Fig. 1: metal layers overlaid
Scale: 3 px per µm.
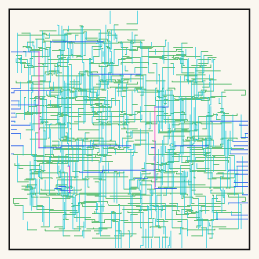
Fig. 2: clock routing
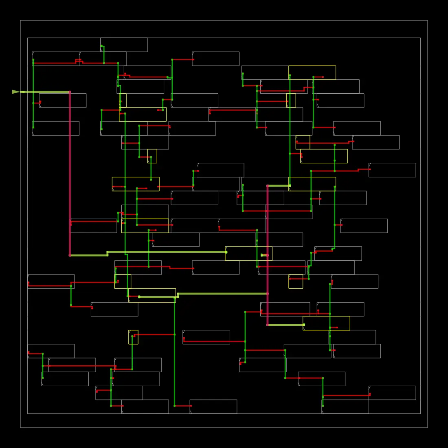
Fig. 3: placement by cell class
Scale: 3 px per µm.
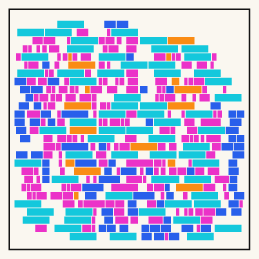
==> config.mk <==
export PLATFORM = sky130hd
export DESIGN_NAME = irq_sequencer_ctrl_flat
export DESIGN_NICKNAME = d
export VERILOG_FILES = /design/src/rtl/irq_sequencer_ctrl_if.sv /design/src/rtl/irq_sequencer_ctrl.sv /design/src/flat_wrapper.sv
export SDC_FILE = /design/constraint.sdc
export NUM_CORES = 1
export LEC_CHECK = 0
export CORE_UTILIZATION = 48
export CTS_BUF_LIST = sky130_fd_sc_hd__clkbuf_16
export DETAILED_ROUTE_END_ITERATION = 6
export HOLD_SLACK_MARGIN = 0.15
export PLACE_DENSITY = 0.75
export SLEW_MARGIN = 20
export SYNTH_ARGS = -nofsm -noshare
export SYNTH_HDL_FRONTEND = slang
export SYNTH_SLANG_ARGS = --single-unit
==> constraint.sdc <==
create_clock -name clk -period 1.89 [get_ports clk]
set_input_delay 0.4725 -clock clk [delete_from_list [all_inputs] [get_ports clk]]
set_output_delay 0.4725 -clock clk [all_outputs]
set_load 0.03 [all_outputs]
==> notes.md <==
Flow results follow.

Per the GRT congestion report, total overflow comes to 0. The met2 track utilization from global routing is a little over a third. The total I/O pin count is roughly 50.

In the finished design, the share of the clock period the worst path needs comes to 102.0%. The timing report gives the worst reg2reg path a setup slack of about 0.13 ns. In the layout the commonest cells are sky130_fd_sc_hd__dfrtp_1 (61), sky130_fd_sc_hd__a21oi_1 (35), sky130_fd_sc_hd__nor2_1 (33). The worst-case clock skew is just over 0.005 ns. The highest achievable clock rate is a little over 0.5 GHz. Ranked by total cell area, the synthesized netlist is headed by sky130_fd_sc_hd__dfrtp_1 (54%), sky130_fd_sc_hd__mux2i_1 (8.7%), sky130_fd_sc_hd__mux2_2 (6.6%), sky130_fd_sc_hd__a21oi_1 (6.1%), sky130_fd_sc_hd__nor2_1 (4.5%). The largest net degree at the start of global routing is about 40. Yosys reports the multiplexer fraction of the synthesized area as 15.29%.

The first-iteration detailed-routing DRC count is approximately 80. Summing over the stages, the warning tally comes to 31. For reference, full adder, half adder and majority cells occupy roughly 2.4% of the area reported after synthesis. The placed instance count is slightly below 400.

The largest area contributor in the synthesized netlist is sky130_fd_sc_hd__dfrtp_1. The number of antenna violations at the first check in global routing is 0. The total count of hold-check failures in the final report is 0. The max-slew headroom at the worst pin is roughly 64%. Listed in order, past its start point the critical path passes inv_2 > ha_4 > and2_4 > nor2b_4 > buf_6. Summed over all failing endpoints, the final setup total negative slack is -0.1303 ns. The number of global-route vias before repair came to ~2200. The worst hold slack is about 0.47 ns. The number of library cell types mapped by synthesis is 38. The maximum fanout along the worst path is 7. STA classifies the critical path endpoint as an output port. The arrival time of data at the worst endpoint is listed as between 1 and 1.5 ns. After detailed routing, the number of vias per cell comes to around 5.3. In the synthesis report, Yosys lists the chip area as roughly 0.0029 mm². The share of the synthesized netlist area taken by xor and xnor gates is under 10%. The classification of the worst-slack hold path is flip-flop to flip-flop. Once layout is complete, the cells apart from fillers number around 420. The synth_stat.txt file lists the number of cells as ~270. The first-pass iteration count of the detailed router is 4. The highest cell delay on the worst timing path is 0.43 ns. The average cell area after synthesis is 10.74 µm². The number of nets produced by synthesis is 295. The final estimated routing congestion in global placement is about 0.74.

Setup repair after global routing could not meet its margin everywhere. Per the STA report, the cell with the highest stage delay on the worst path is sky130_fd_sc_hd__dfrtp_1. The tally of buffers added on design ports is 47. Row generation in the floorplan step produced 27 rows. Relative to the synthesized area, the layout overhead comes to 40.36%. The register with the most flip-flops in the layout has 32 of them. The first global-routing pass estimated about 10 mm of wire. After floorplanning, the die was sized to cover between 0.006 and 0.007 mm². The maximum level of the CTS H-tree is 3. The post-synthesis cell count is about 270. The clock passes through at most 2 buffers.

The kind of launch point of the worst setup path is a flip-flop. The post-synthesis share of cell area spent on and-or and or-and gates is a little over a tenth. The worst path in the final design needs a cycle of 1.928 ns, including I/O delays and setup. The final reports fail on setup timing.

For this design the static power due to leakage is around 1.8 nW. In the final layout, the multi-input gates occupy between 0.001 and 0.0015 mm². met1 track demand over resource after global routing is about a quarter.

The register bit total from synthesis is between 60 and 70. The layer carrying the most global-route usage is met2. Grouping non-sequential cells by family puts the most area in multiplexers. The sequential cell area is between 0.0015 and 0.002 mm². The clock slew at the register clock pins of the worst setup and hold paths is about 0.050 ns.

Counting cells, the worst reg-to-reg path comes to 7. Summed over its instances, the top area cell type makes up between 50% and 60% of the synthesized netlist area. The max-slew violation count is 0. Per the synthesis report, the simple-gate share of the synthesized area is 11.39%. The die span in y is ~80 µm.

The least setup slack across all paths after layout is -0.03811 ns. The fraction of the yosys area taken by sequential cells is between 50 and 60%. The final antenna diode tally reported by the flow is 0. The count of nets left with antenna violations once routing finished came out at 0.

The share of final-layout standard cells stronger than drive strength 1 is a little under a third. The total of warnings raised by yosys is 0. The total power after layout is ~0.0073 W. The category of the most critical setup path is flip-flop to output port. Routing resource usage on met3 recorded by global route was between 4 and 5%.

CTS placed an instance of sky130_fd_sc_hd__clkbuf_16 at the clock tree root. The synthesis report names the predominant flop master as sky130_fd_sc_hd__dfrtp_1. Counting flops with a built-in enable in the synthesized netlist gives 0. The fraction of the core area occupied by cells at floorplan is 51.21%.

The die outline width is approximately 80 µm. The count of fill cells added during filler insertion is between 400 and 500. The number of buffers created by CTS is 9. Data on the critical path is required at its endpoint by approximately 1.4 ns. The final-stage net count is 367. The routed layout reports a DRC error count of 0. The cell depth of the worst min-delay path is 1. The slew at the pin with the worst max-slew slack is 0.5285 ns. The areal power density over the cells is between 1500 and 2000 mW/mm². The synthesis report gives the async set-or-reset register share as 100.0%. VDD sags by at most roughly 0.98 mV. The post-synthesis cell area is 0.002889 mm². The detailed-placement wirelength estimate is slightly above 4 mm. Among logic cells in the layout, the one with the most instances is sky130_fd_sc_hd__dfrtp_1. The flow ran to the end, but the final reports show violations. The CTS tree is built. The run reported a max-capacitance violation count of 0.

The number of setup violations in the final report is 4.
About Fig. 1:
legend:
  blue:
    layer: met3
    wire_length: 277 µm
  cyan:
    layer: met2
    wire_length: 3150 µm
  magenta:
    layer: met4
    wire_length: 68.0 µm
  green:
    layer: met1
    wire_length: 2760 µm
number of vias after detailed routing: 2195
overall routing resource usage: 21.31%
final routed wire length divided by cell count: 14.97 µm
drt total wl: 6.259 mm

About Fig. 2:
count of clock tree sinks: 62
clock network power: 0.00144 W
number of flip-flops and latches: 62
number of clock buffers in the layout: 9
clock latency on the worst-skew pair: 0.32 ns

About Fig. 3:
legend:
  blue:
    class: other buffers and delay cells
    cells: 76
    share_of_their_area: 20%
  cyan:
    class: flip-flops
    cells: 62
    share_of_their_area: 39%
  orange:
    class: clock drivers and dummy loads
    cells: 16
    share_of_their_area: 6.8%
  magenta:
    class: all other logic
    cells: 192
    share_of_their_area: 34%
core outline area: 0.005642 mm²
post-route cell area: 0.004055 mm²
fraction of standard cell area that is sequential: 38.29%
utilization after layout: 71.88%

synth_stat cells (all sizes together), types with 2 or more instances:
master,count
a21oi,35
and2,8
and3,2
buf,8
clkbuf,7
dfrtp,62
ha,4
inv,14
mux2,17
mux2i,25
nand2,8
nand3,3
nor2,35
nor2b,3
nor3,3
nor3b,3
o21a,2
o21ai,7
o22a,2
o22ai,2
xnor2,3
xor2,4
repair_timing:
item | in CTS | in global routing
gates resized | 9 | 25
buffers inserted | 0 | 10
setup endpoints to repair | 23 | 18
pin swaps | 0 | 2
endpoints found under the hold margin | 0 | 0
hold buffers | 0 | 0
gates cloned | 0 | 2
report_power, final:
| group | internal, W | leakage (nW) | switching [W] |
|---|---|---|---|
| registers | 0.00191 | 0.690 | 0.000487 |
| logic | 0.00166 | 0.945 | 0.00175 |
| clock network | 0.000875 | 0.132 | 0.000566 |
| total | 0.00445 | 1.77 | 0.00280 |
critical path, delay by kind of cell, from the launching register on:
| family | cells | cell delay (ns) |
|---|---|---|
| simple gates | 2 | 0.30 |
| flops | 1 | 0.43 |
| buf+inv | 2 | 0.23 |
| fa+ha+maj | 1 | 0.18 |
area by class of cell:
cell class / count / area share [%]
Clock inverter: 7 / 1.049
Tap cell: 72 / 2.222
Sequential cell: 62 / 38.29
Multi-Input combinational cell: 178 / 32.34
Inverter: 14 / 1.388
Timing Repair Buffer: 76 / 19.16
Clock buffer: 9 / 5.554
metrics by stage:
stage          setup slack (ns)  cell area, µm²
6_report               -0.03811            4055
5_1_grt                 -0.1112            4055
4_1_cts                 -0.1672            3860
3_5_place_dp           0.003640            3598
3_3_place_gp            0.03924            3598
2_1_floorplan           -0.1159            2972
metal layers:
metal  share of wire [%]  up-vias
met1                  44     1069
met2                  50       50
met5                   0        -
met3                 4.4        8
met4                 1.1        0
li1                    -     1068
Power and IR drop assume default switching activity.
